Fig. 1: supply network
Pins as bars on the die edge.
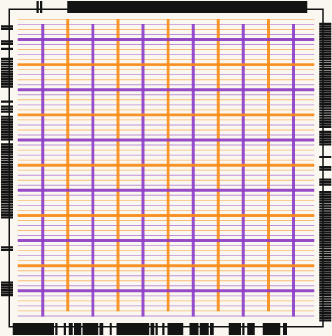
Fig. 2: cell classes on the final placement
The bar under the picture is 50 um long.
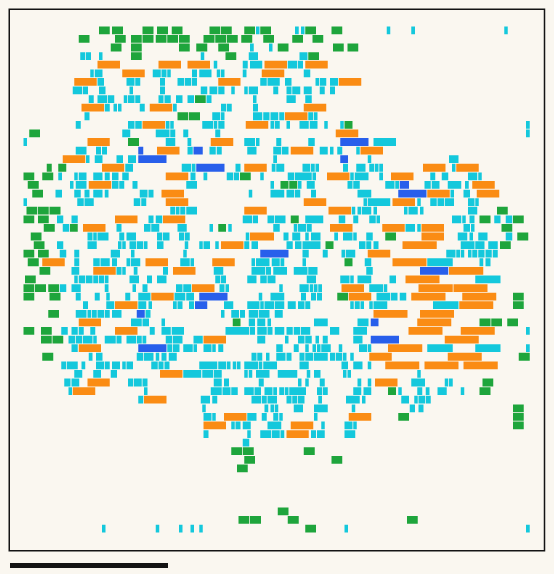
Fig. 3: clock network drawn from the DEF
The bar under the picture is 50 um long.
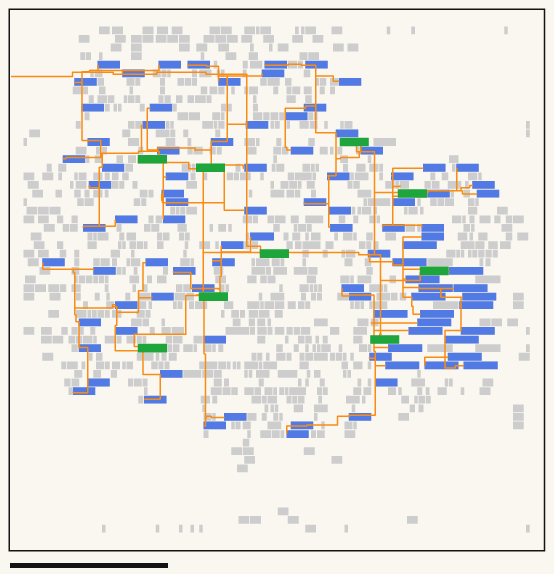
Fig. 4: metal layers overlaid
Only two layers are drawn.
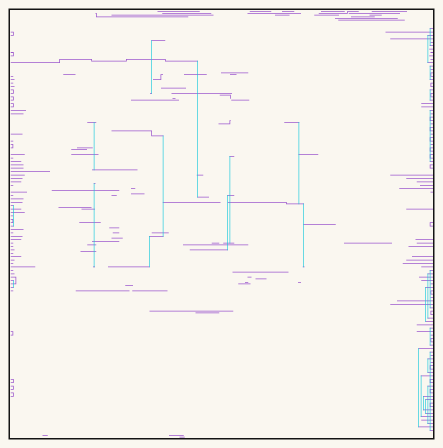
Fig. 5: the clock network
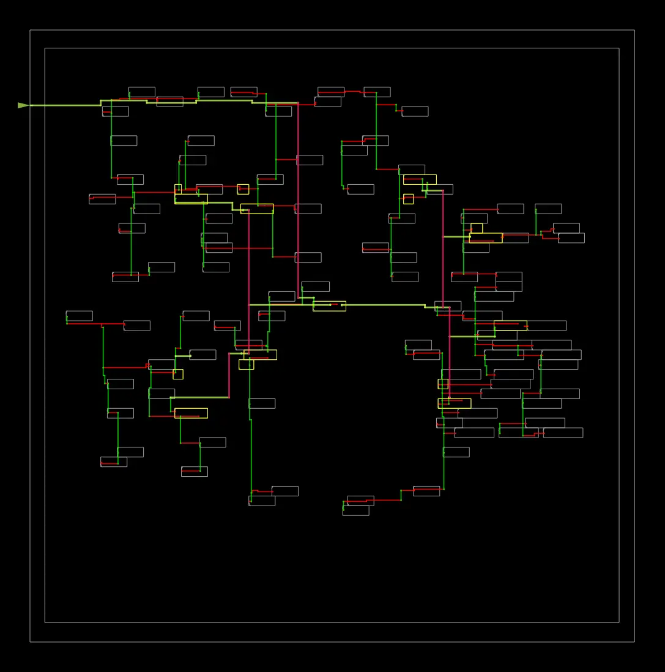
===== src/rtl/dmaw_pkg.sv =====
// dmaw_pkg: shared types and constants for the DMA-write burst splitter.
//   state_t      - job FSM state (IDLE / BUSY)
//   BOUNDARY_4K  - AXI burst boundary in bytes
//   blen_width() - width needed to hold a burst length 0..max_bl
//   blen_t       - burst-length type for the default MAX_BL of 16
package dmaw_pkg;

  typedef enum logic {
    ST_IDLE = 1'b0,
    ST_BUSY = 1'b1
  } state_t;

  localparam int BOUNDARY_4K    = 4096;
  localparam int MAX_BL_DEFAULT = 16;

  // Bits needed to represent a burst length in the range 0..max_bl.
  function automatic int blen_width(input int max_bl);
    return $clog2(max_bl + 1);
  endfunction

  typedef logic [$clog2(MAX_BL_DEFAULT + 1)-1:0] blen_t;

endpackage


===== src/rtl/dmaw_len_fifo.sv =====
// dmaw_len_fifo: synchronous FIFO of issued burst lengths, used to place WLAST.
// Ports:
//   clk, rst      - clock, synchronous active-high reset
//   push, din     - write one burst length
//   pop           - retire the head entry
//   dout          - head entry (valid when !empty)
//   full, empty   - occupancy flags
// A push while full is accepted only when a pop happens in the same cycle.
module dmaw_len_fifo
  import dmaw_pkg::*;
#(
  parameter int DEPTH = 4,
  parameter int WIDTH = 5
) (
  input  logic             clk,
  input  logic             rst,
  input  logic             push,
  input  logic [WIDTH-1:0] din,
  input  logic             pop,
  output logic [WIDTH-1:0] dout,
  output logic             full,
  output logic             empty
);

  localparam int PW = $clog2(DEPTH);
  localparam int CW = $clog2(DEPTH + 1);

  logic [WIDTH-1:0] mem_r [DEPTH];
  logic [PW-1:0]    wr_ptr_r;
  logic [PW-1:0]    rd_ptr_r;
  logic [CW-1:0]    cnt_r;
  logic             do_push_s;
  logic             do_pop_s;

  assign full      = (cnt_r == CW'(DEPTH));
  assign empty     = (cnt_r == {CW{1'b0}});
  assign do_pop_s  = pop && !empty;
  assign do_push_s = push && (!full || do_pop_s);
  assign dout      = mem_r[rd_ptr_r];

  // Storage array; contents need no reset because cnt_r qualifies them.
  always_ff @(posedge clk) begin
    if (do_push_s) begin
      mem_r[wr_ptr_r] <= din;
    end else begin
      mem_r[wr_ptr_r] <= mem_r[wr_ptr_r];
    end
  end

  // Pointers and occupancy count.
  always_ff @(posedge clk) begin
    if (rst) begin
      wr_ptr_r <= {PW{1'b0}};
      rd_ptr_r <= {PW{1'b0}};
      cnt_r    <= {CW{1'b0}};
    end else begin
      if (do_push_s) wr_ptr_r <= wr_ptr_r + PW'(1);
      else           wr_ptr_r <= wr_ptr_r;
      if (do_pop_s)  rd_ptr_r <= rd_ptr_r + PW'(1);
      else           rd_ptr_r <= rd_ptr_r;
      case ({do_push_s, do_pop_s})
        2'b10:   cnt_r <= cnt_r + CW'(1);
        2'b01:   cnt_r <= cnt_r - CW'(1);
        default: cnt_r <= cnt_r;
      endcase
    end
  end

endmodule


===== src/rtl/dmaw_burst_split.sv =====
// dmaw_burst_split: splits one DMA write job (start address, byte length) into
// AXI INCR bursts of at most MAX_BL beats that never cross a 4 KB boundary,
// places WLAST from a queue of issued burst lengths and limits outstanding
// bursts to OD.
// Ports:
//   usr_clk, usr_reset          - clock, synchronous active-high reset
//   cfg_dmaw_*                  - job request (sa, len in bytes; low L bits ignored)
//   dmaw_done, dmaw_err         - job-complete pulse, sticky BRESP error
//   usr_aw*, usr_w*, usr_b*     - AXI master user AW/W/B channels
//   dmaw_data/strb/valid/ready  - write data source (passed straight to W)
// Build option DMAW_BRESP_TRACK_EN: when defined, bursts retire on B responses
// and dmaw_err collects BRESP[1]; otherwise they retire on the WLAST beat and
// dmaw_err is held at 0.
module dmaw_burst_split
  import dmaw_pkg::*;
#(
  parameter int AXI_DW = 128,
  parameter int AXI_AW = 32,
  parameter int AXI_IW = 8,
  parameter int AXI_LW = 8,
  parameter int MAX_BL = 16,
  parameter int OD     = 4,
  parameter int AXI_ID = 1
) (
  input  logic                usr_clk,
  input  logic                usr_reset,
  input  logic                cfg_dmaw_valid,
  output logic                cfg_dmaw_ready,
  input  logic [31:0]         cfg_dmaw_sa,
  input  logic [31:0]         cfg_dmaw_len,
  output logic                dmaw_done,
  output logic                dmaw_err,
  output logic [AXI_IW-1:0]   usr_awid,
  output logic [AXI_AW-1:0]   usr_awaddr,
  output logic [AXI_LW-1:0]   usr_awlen,
  output logic [2:0]          usr_awsize,
  output logic [1:0]          usr_awburst,
  output logic                usr_awvalid,
  input  logic                usr_awready,
  output logic [AXI_DW-1:0]   usr_wdata,
  output logic [AXI_DW/8-1:0] usr_wstrb,
  output logic                usr_wlast,
  output logic                usr_wvalid,
  input  logic                usr_wready,
  input  logic [AXI_IW-1:0]   usr_bid,
  input  logic [1:0]          usr_bresp,
  input  logic                usr_bvalid,
  output logic                usr_bready,
  input  logic [AXI_DW-1:0]   dmaw_data,
  input  logic [AXI_DW/8-1:0] dmaw_strb,
  input  logic                dmaw_valid,
  output logic                dmaw_ready
);

  localparam int L   = $clog2(AXI_DW / 8);
  localparam int ADW = AXI_AW - L;      // beat-address width
  localparam int RW  = 32 - L;          // remaining-beats width
  localparam int PGW = 12 - L;          // beat offset within a 4 KB page
  localparam int BLW = blen_width(MAX_BL);
  localparam int OCW = $clog2(OD + 1);

  state_t         state_r;
  logic [ADW-1:0] addr_r;
  logic [RW-1:0]  rem_r;
  logic [OCW-1:0] out_cnt_r;
  logic [BLW-1:0] bc_r;
  logic           zero_done_r;

  logic [31:0]    to4k_s;
  logic [31:0]    rem_ext_s;
  logic [31:0]    min_bl_s;
  logic [31:0]    burst_w_s;
  logic [BLW-1:0] burst_s;
  logic [BLW-1:0] head_s;
  logic           fifo_full_s;
  logic           fifo_empty_s;
  logic           accept_s;
  logic           aw_hs_s;
  logic           w_hs_s;
  logic           wlast_s;
  logic           retire_s;
  logic           complete_s;
  logic           unused_s;

  // Burst length = min(remaining beats, MAX_BL, beats left in the 4 KB page).
  assign to4k_s    = 32'(BOUNDARY_4K >> L) - 32'(addr_r[PGW-1:0]);
  assign rem_ext_s = 32'(rem_r);
  assign min_bl_s  = (rem_ext_s < 32'(MAX_BL)) ? rem_ext_s : 32'(MAX_BL);
  assign burst_w_s = (to4k_s < min_bl_s) ? to4k_s : min_bl_s;
  assign burst_s   = BLW'(burst_w_s);

  assign cfg_dmaw_ready = (state_r == ST_IDLE);
  assign accept_s       = cfg_dmaw_ready && cfg_dmaw_valid;

  assign usr_awid    = AXI_IW'(AXI_ID);
  assign usr_awaddr  = {addr_r, {L{1'b0}}};
  assign usr_awsize  = 3'(L);
  assign usr_awburst = 2'b01;
  // Guarded so AWLEN reads 0 rather than all-ones when no beats remain.
  assign usr_awlen   = (burst_s == {BLW{1'b0}}) ? {AXI_LW{1'b0}}
                                                : AXI_LW'(burst_s - BLW'(1));
  assign usr_awvalid = (state_r == ST_BUSY) && (rem_r != {RW{1'b0}}) &&
                       (out_cnt_r < OCW'(OD)) && !fifo_full_s;
  assign aw_hs_s     = usr_awvalid && usr_awready;

  // W is a pass-through, held off until its burst has been issued on AW.
  assign usr_wdata  = dmaw_data;
  assign usr_wstrb  = dmaw_strb;
  assign usr_wvalid = dmaw_valid && !fifo_empty_s;
  assign dmaw_ready = usr_wready && !fifo_empty_s;
  assign w_hs_s     = dmaw_valid && usr_wready && !fifo_empty_s;
  assign wlast_s    = !fifo_empty_s && (bc_r == (head_s - BLW'(1)));
  assign usr_wlast  = wlast_s;

  assign usr_bready = 1'b1;

`ifdef DMAW_BRESP_TRACK_EN
  logic err_r;
  assign retire_s = usr_bvalid && (out_cnt_r != {OCW{1'b0}});
  assign dmaw_err = err_r;

  // Sticky BRESP error, cleared when a new job is accepted.
  always_ff @(posedge usr_clk) begin
    if (usr_reset) begin
      err_r <= 1'b0;
    end else if (accept_s) begin
      err_r <= 1'b0;
    end else if (usr_bvalid && usr_bresp[1]) begin
      err_r <= 1'b1;
    end else begin
      err_r <= err_r;
    end
  end
`else
  assign retire_s = w_hs_s && wlast_s;
  assign dmaw_err = 1'b0;
`endif

  assign complete_s = (state_r == ST_BUSY) && (rem_r == {RW{1'b0}}) &&
                      fifo_empty_s && (out_cnt_r == {OCW{1'b0}});
  assign dmaw_done  = zero_done_r || complete_s;

  // Inputs only partly consumed (ignored low/high bits, unchecked BID).
  assign unused_s = ^{cfg_dmaw_sa, cfg_dmaw_len, usr_bid, usr_bresp, usr_bvalid};

  dmaw_len_fifo #(
    .DEPTH (OD),
    .WIDTH (BLW)
  ) u_len_fifo (
    .clk   (usr_clk),
    .rst   (usr_reset),
    .push  (aw_hs_s),
    .din   (burst_s),
    .pop   (w_hs_s && wlast_s),
    .dout  (head_s),
    .full  (fifo_full_s),
    .empty (fifo_empty_s)
  );

  // Job FSM, address/remaining bookkeeping, outstanding count and beat counter.
  always_ff @(posedge usr_clk) begin
    if (usr_reset) begin
      state_r     <= ST_IDLE;
      addr_r      <= {ADW{1'b0}};
      rem_r       <= {RW{1'b0}};
      out_cnt_r   <= {OCW{1'b0}};
      bc_r        <= {BLW{1'b0}};
      zero_done_r <= 1'b0;
    end else begin
      zero_done_r <= 1'b0;
      case (state_r)
        ST_IDLE: begin
          if (cfg_dmaw_valid) begin
            addr_r <= cfg_dmaw_sa[AXI_AW-1:L];
            rem_r  <= cfg_dmaw_len[31:L];
            // A job shorter than one beat completes without any traffic.
            if (cfg_dmaw_len[31:L] == {RW{1'b0}}) zero_done_r <= 1'b1;
            else                                  state_r     <= ST_BUSY;
          end
        end
        ST_BUSY: begin
          if (aw_hs_s) begin
            addr_r <= addr_r + ADW'(burst_s);
            rem_r  <= rem_r - RW'(burst_s);
          end
          if (complete_s) state_r <= ST_IDLE;
        end
        default: state_r <= ST_IDLE;
      endcase

      case ({aw_hs_s, retire_s})
        2'b10:   out_cnt_r <= out_cnt_r + OCW'(1);
        2'b01:   out_cnt_r <= out_cnt_r - OCW'(1);
        default: out_cnt_r <= out_cnt_r;
      endcase

      if (w_hs_s) bc_r <= wlast_s ? {BLW{1'b0}} : bc_r + BLW'(1);
      else        bc_r <= bc_r;
    end
  end

endmodule


===== config.mk =====
export PLATFORM = sky130hd
export DESIGN_NAME = dmaw_burst_split
export DESIGN_NICKNAME = d
export VERILOG_FILES = /design/src/rtl/dmaw_pkg.sv /design/src/rtl/dmaw_len_fifo.sv /design/src/rtl/dmaw_burst_split.sv
export SDC_FILE = /design/constraint.sdc
export NUM_CORES = 1
export LEC_CHECK = 0
export CORE_AREA = 4 4 165 167
export CTS_CLUSTER_DIAMETER = 150
export DETAILED_ROUTE_END_ITERATION = 8
export DIE_AREA = 0 0 169 171
export PLACE_DENSITY_LB_ADDON = 0.25
export SLEW_MARGIN = 0
export SYNTH_ARGS = -nofsm -noshare
export SYNTH_HDL_FRONTEND = slang
export SYNTH_SLANG_ARGS = --single-unit

===== constraint.sdc =====
create_clock -name usr_clk -period 10.6 [get_ports usr_clk]
set_input_delay 2.12 -clock usr_clk [delete_from_list [all_inputs] [get_ports usr_clk]]
set_output_delay 2.12 -clock usr_clk [all_outputs]
set_load 0.005 [all_outputs]

==> qor.csv <==
stage;metric;value;unit
status;outcome;finished clean;
yosys;synthArstFlopShare;0;%
cells_and_area;lay_top_count;clkdlybuf4s50_1;
global_route;grt_pass1_wl;34630;um
worst_hold_path;hold_start;rem_r[13]$_SDFFE_PP0P_;
worst_setup_path;cp.buffers_inverters;2;
worst_setup_path;cp-start-kind;register;
yosys;topCombFamilyByArea;buffers and inverters;
yosys;xor_area_share;3.408;%
timing;slew_viol_final;0;
worst_setup_path;r2r_slack;3.95;ns
yosys;ys_cells;950;
yosys;largest_area_cell;dfxtp_1;
timing;timing_hold_violations_final;0;
yosys;syn_avg_cell_area;8.116;um^2
global_route;overflow;0;
yosys;syn_inst;950;
clock_tree;ctsRootBufferMaster;clkbuf_16;
pwr;leakage;2.827;nW
worst_setup_path;worst_r2r_startpoint;rem_r[14]$_SDFFE_PP0P_;
place;dp_slack;2.945;ns
clock_tree;cts_resized;0;
floorplanning;die_x;169;um
yosys;yosysWarnings;0;
cells_and_area;seq_area;0.002103;mm^2
floorplanning;die.size.y;171;um
worst_setup_path;slowest_stage;nor2_2;
timing;fin_tns_setup;0;ns
timing;maxSlewHeadroom;38.41;%
clock_tree;h-tree-depth;3;
pwr;peakVddDrop;0.08602;mV
timing;fin_crit_sh;75.97;%
timing;finalWorstSetupSlack;2.547;ns
worst_setup_path;required;8.48;ns
timing;rsz0062_at_grt;false;
cells_and_area;antennaDiodeCount;0;
floorplanning;initCoreUtil;29.93;%
worst_setup_path;critPathCapture;usr_awlen[7];
clock_tree;cts_buffers;9;
routing;via_per_inst;5.305;
yosys;synthDistinctLibCells;93;
floorplanning;rows;59;
global_route;grt_max_degree;63;
floorplanning;core_area;0.02576;mm^2
timing;min_period;8.053;ns
pwr;powerDensity;163.5;mW/mm^2
clock_tree;cts.path.max_buffers;2;
yosys;ys_sh_simple;20.42;%
clock_tree;clk_pin_slew;0.07;ns
worst_setup_path;cp_cell_sequence;nor4_1 > nand4_1 > nor2_2 > nand2_1 > ha_1 > a21oi_1 > a211oi_1 > a211oi_1 > nand2_2 > o21ai_0 > inv_1 > ha_1 > nor3_1 > clkdlybuf4s50_1;
place;dp_hpwl;16000;um
worst_setup_path;cp_max_fo;16;
floorplanning;ios;430;
routing;drtAntennaViolNets;0;
cells_and_area;reg_top3;addr_r: 28 flops, rem_r: 28 flops, u_len_fifo.mem_r: 20 flops;
clock_tree;postCtsSetupRepairBufs;0;
cells_and_area;comb_area;0.004031;mm^2
worst_setup_path;reg2regPathDepth;21;
cells_and_area;final_cell_mix;clkdlybuf4s50_1, nor2_1, dfxtp_1, nand2_1, a21oi_1;
timing;clock.fmax;124.2;MHz
pwr;total_power;1.319;mW
floorplanning;chipArea;0.02890;mm^2
yosys;postSynthSeqShare;27.26;%
yosys;edf_count;20;
yosys;ys.flops;95;
yosys;synth_adder_area_share;4.219;%
worst_hold_path;whs_path_depth;2;
worst_setup_path;cp.arrival;5.93;ns
place;gp_congestion;0.8266;
place;dpl-instance-area;0.007786;mm^2
clock_tree;numClockSinks;95;
yosys;ys_sh_mux;2.369;%
place;portBuffers;103;
cells_and_area;layout-drive-gt1-share;8.267;%
## Picture notes: Fig. 1
legend:
  VDD:
    color: orange
  VSS:
    color: purple
signal pins: 430
rows: 59
met4 straps: 11
met1 rails: 60
met5 straps: 11

## Picture notes: Fig. 2
legend:
  clock drivers and dummy loads:
    color: blue
    cells: 16
    share_of_their_area: 3.7%
  remaining buffers and delay cells:
    color: green
    cells: 114
    share_of_their_area: 14%
  remaining logic cells:
    color: cyan
    cells: 658
    share_of_their_area: 54%
  registers:
    color: orange
    cells: 95
    share_of_their_area: 27%
post-route cell area: 0.008068 mm^2
Util after Layout: 31.31%
fraction of area in registers: 26.07%

## Picture notes: Fig. 3
legend:
  flip-flops:
    color: blue
    count: 95
  clock-net drivers:
    color: green
    count: 9
  clock wires:
    color: orange
    length: 1470 um
routed clock nets: 10
clock latency on the worst-skew pair: 0.36 ns
clock group share of total power: 24.3%

## Picture notes: Fig. 4
legend:
  M4:
    color: cyan
    wire_length: 516 um
  M3:
    color: purple
    wire_length: 1460 um
final WL: 22370 um
Avg WL per Cell: 18.36 um
total number of vias: 6461
GRT Total Usage: 14.96%

## Picture notes: Fig. 5
Worst Clk Skew: 0.01384 ns
Power Clock: 0.321 mW
num sequential: 95

tightest hold or removal path, cell delays in order (launching register included):
cell and delay [ns]:
dfxtp_1 0.33, nand2_1 0.06, o32ai_1 0.05
synthesized netlist by cell type, drive strengths merged (6+ instances only):
cell type / n
or3: 15
o311ai: 6
and2: 13
o211ai: 12
o21ai: 44
nor4: 14
a31oi: 20
dfxtp: 75
ha: 22
or4: 6
xor2: 18
a211oi: 20
nand4: 10
nor2b: 7
nand2: 70
a21oi: 49
mux2i: 7
clkbuf: 36
nor2: 77
nand3: 30
and3: 19
inv: 33
a41oi: 6
xnor2: 12
o31ai: 6
buf: 181
edfxtp: 20
nor3: 31
power by group:
group,total [mW],internal [mW],switching (mW)
registers,0.440,0.403,0.0368
logic,0.558,0.229,0.329
clock network,0.321,0.162,0.159
total,1.32,0.794,0.525
layer usage:
metal	global-route usage (%)	routed length, um	vias up
met5	0	0	-
met4	5.215	516	0
met3	3.766	1464	59
met2	23.54	9977	243
met1	20.02	10410	3059
li1	-	-	3100
kinds of logic (layout without fill, tap and decap cells):
| group | count (synthesis) | in the layout |
|---|---|---|
| AOI/OAI and AO/OA | 223 | 223 |
| xor gates and xnor gates | 30 | 30 |
| adders and majority gates | 25 | 25 |
| buffers and inverters | 251 | 163 |
| DFF | 95 | 95 |
| muxes | 12 | 12 |
| other | 2 | 23 |
| and+or+nand+nor | 312 | 312 |
metrics by stage:
step	instances	hold WS (ns)
detailed placement	1202	0.4721
global route	1218	0.5252
floorplan	971	0.4465
finish	1218	0.4812
global placement	1202	0.4668
CTS	1218	0.4838
cell type report:
type | instances | area share [%]
clock buffers | 9 | 2.792
clock inverters | 7 | 0.6979
repair buffers | 114 | 13.74
multi-input cells | 625 | 49.97
inverters | 33 | 1.535
flip-flops and latches | 95 | 26.07
well taps | 335 | 5.195
Power and IR drop assume default switching activity.
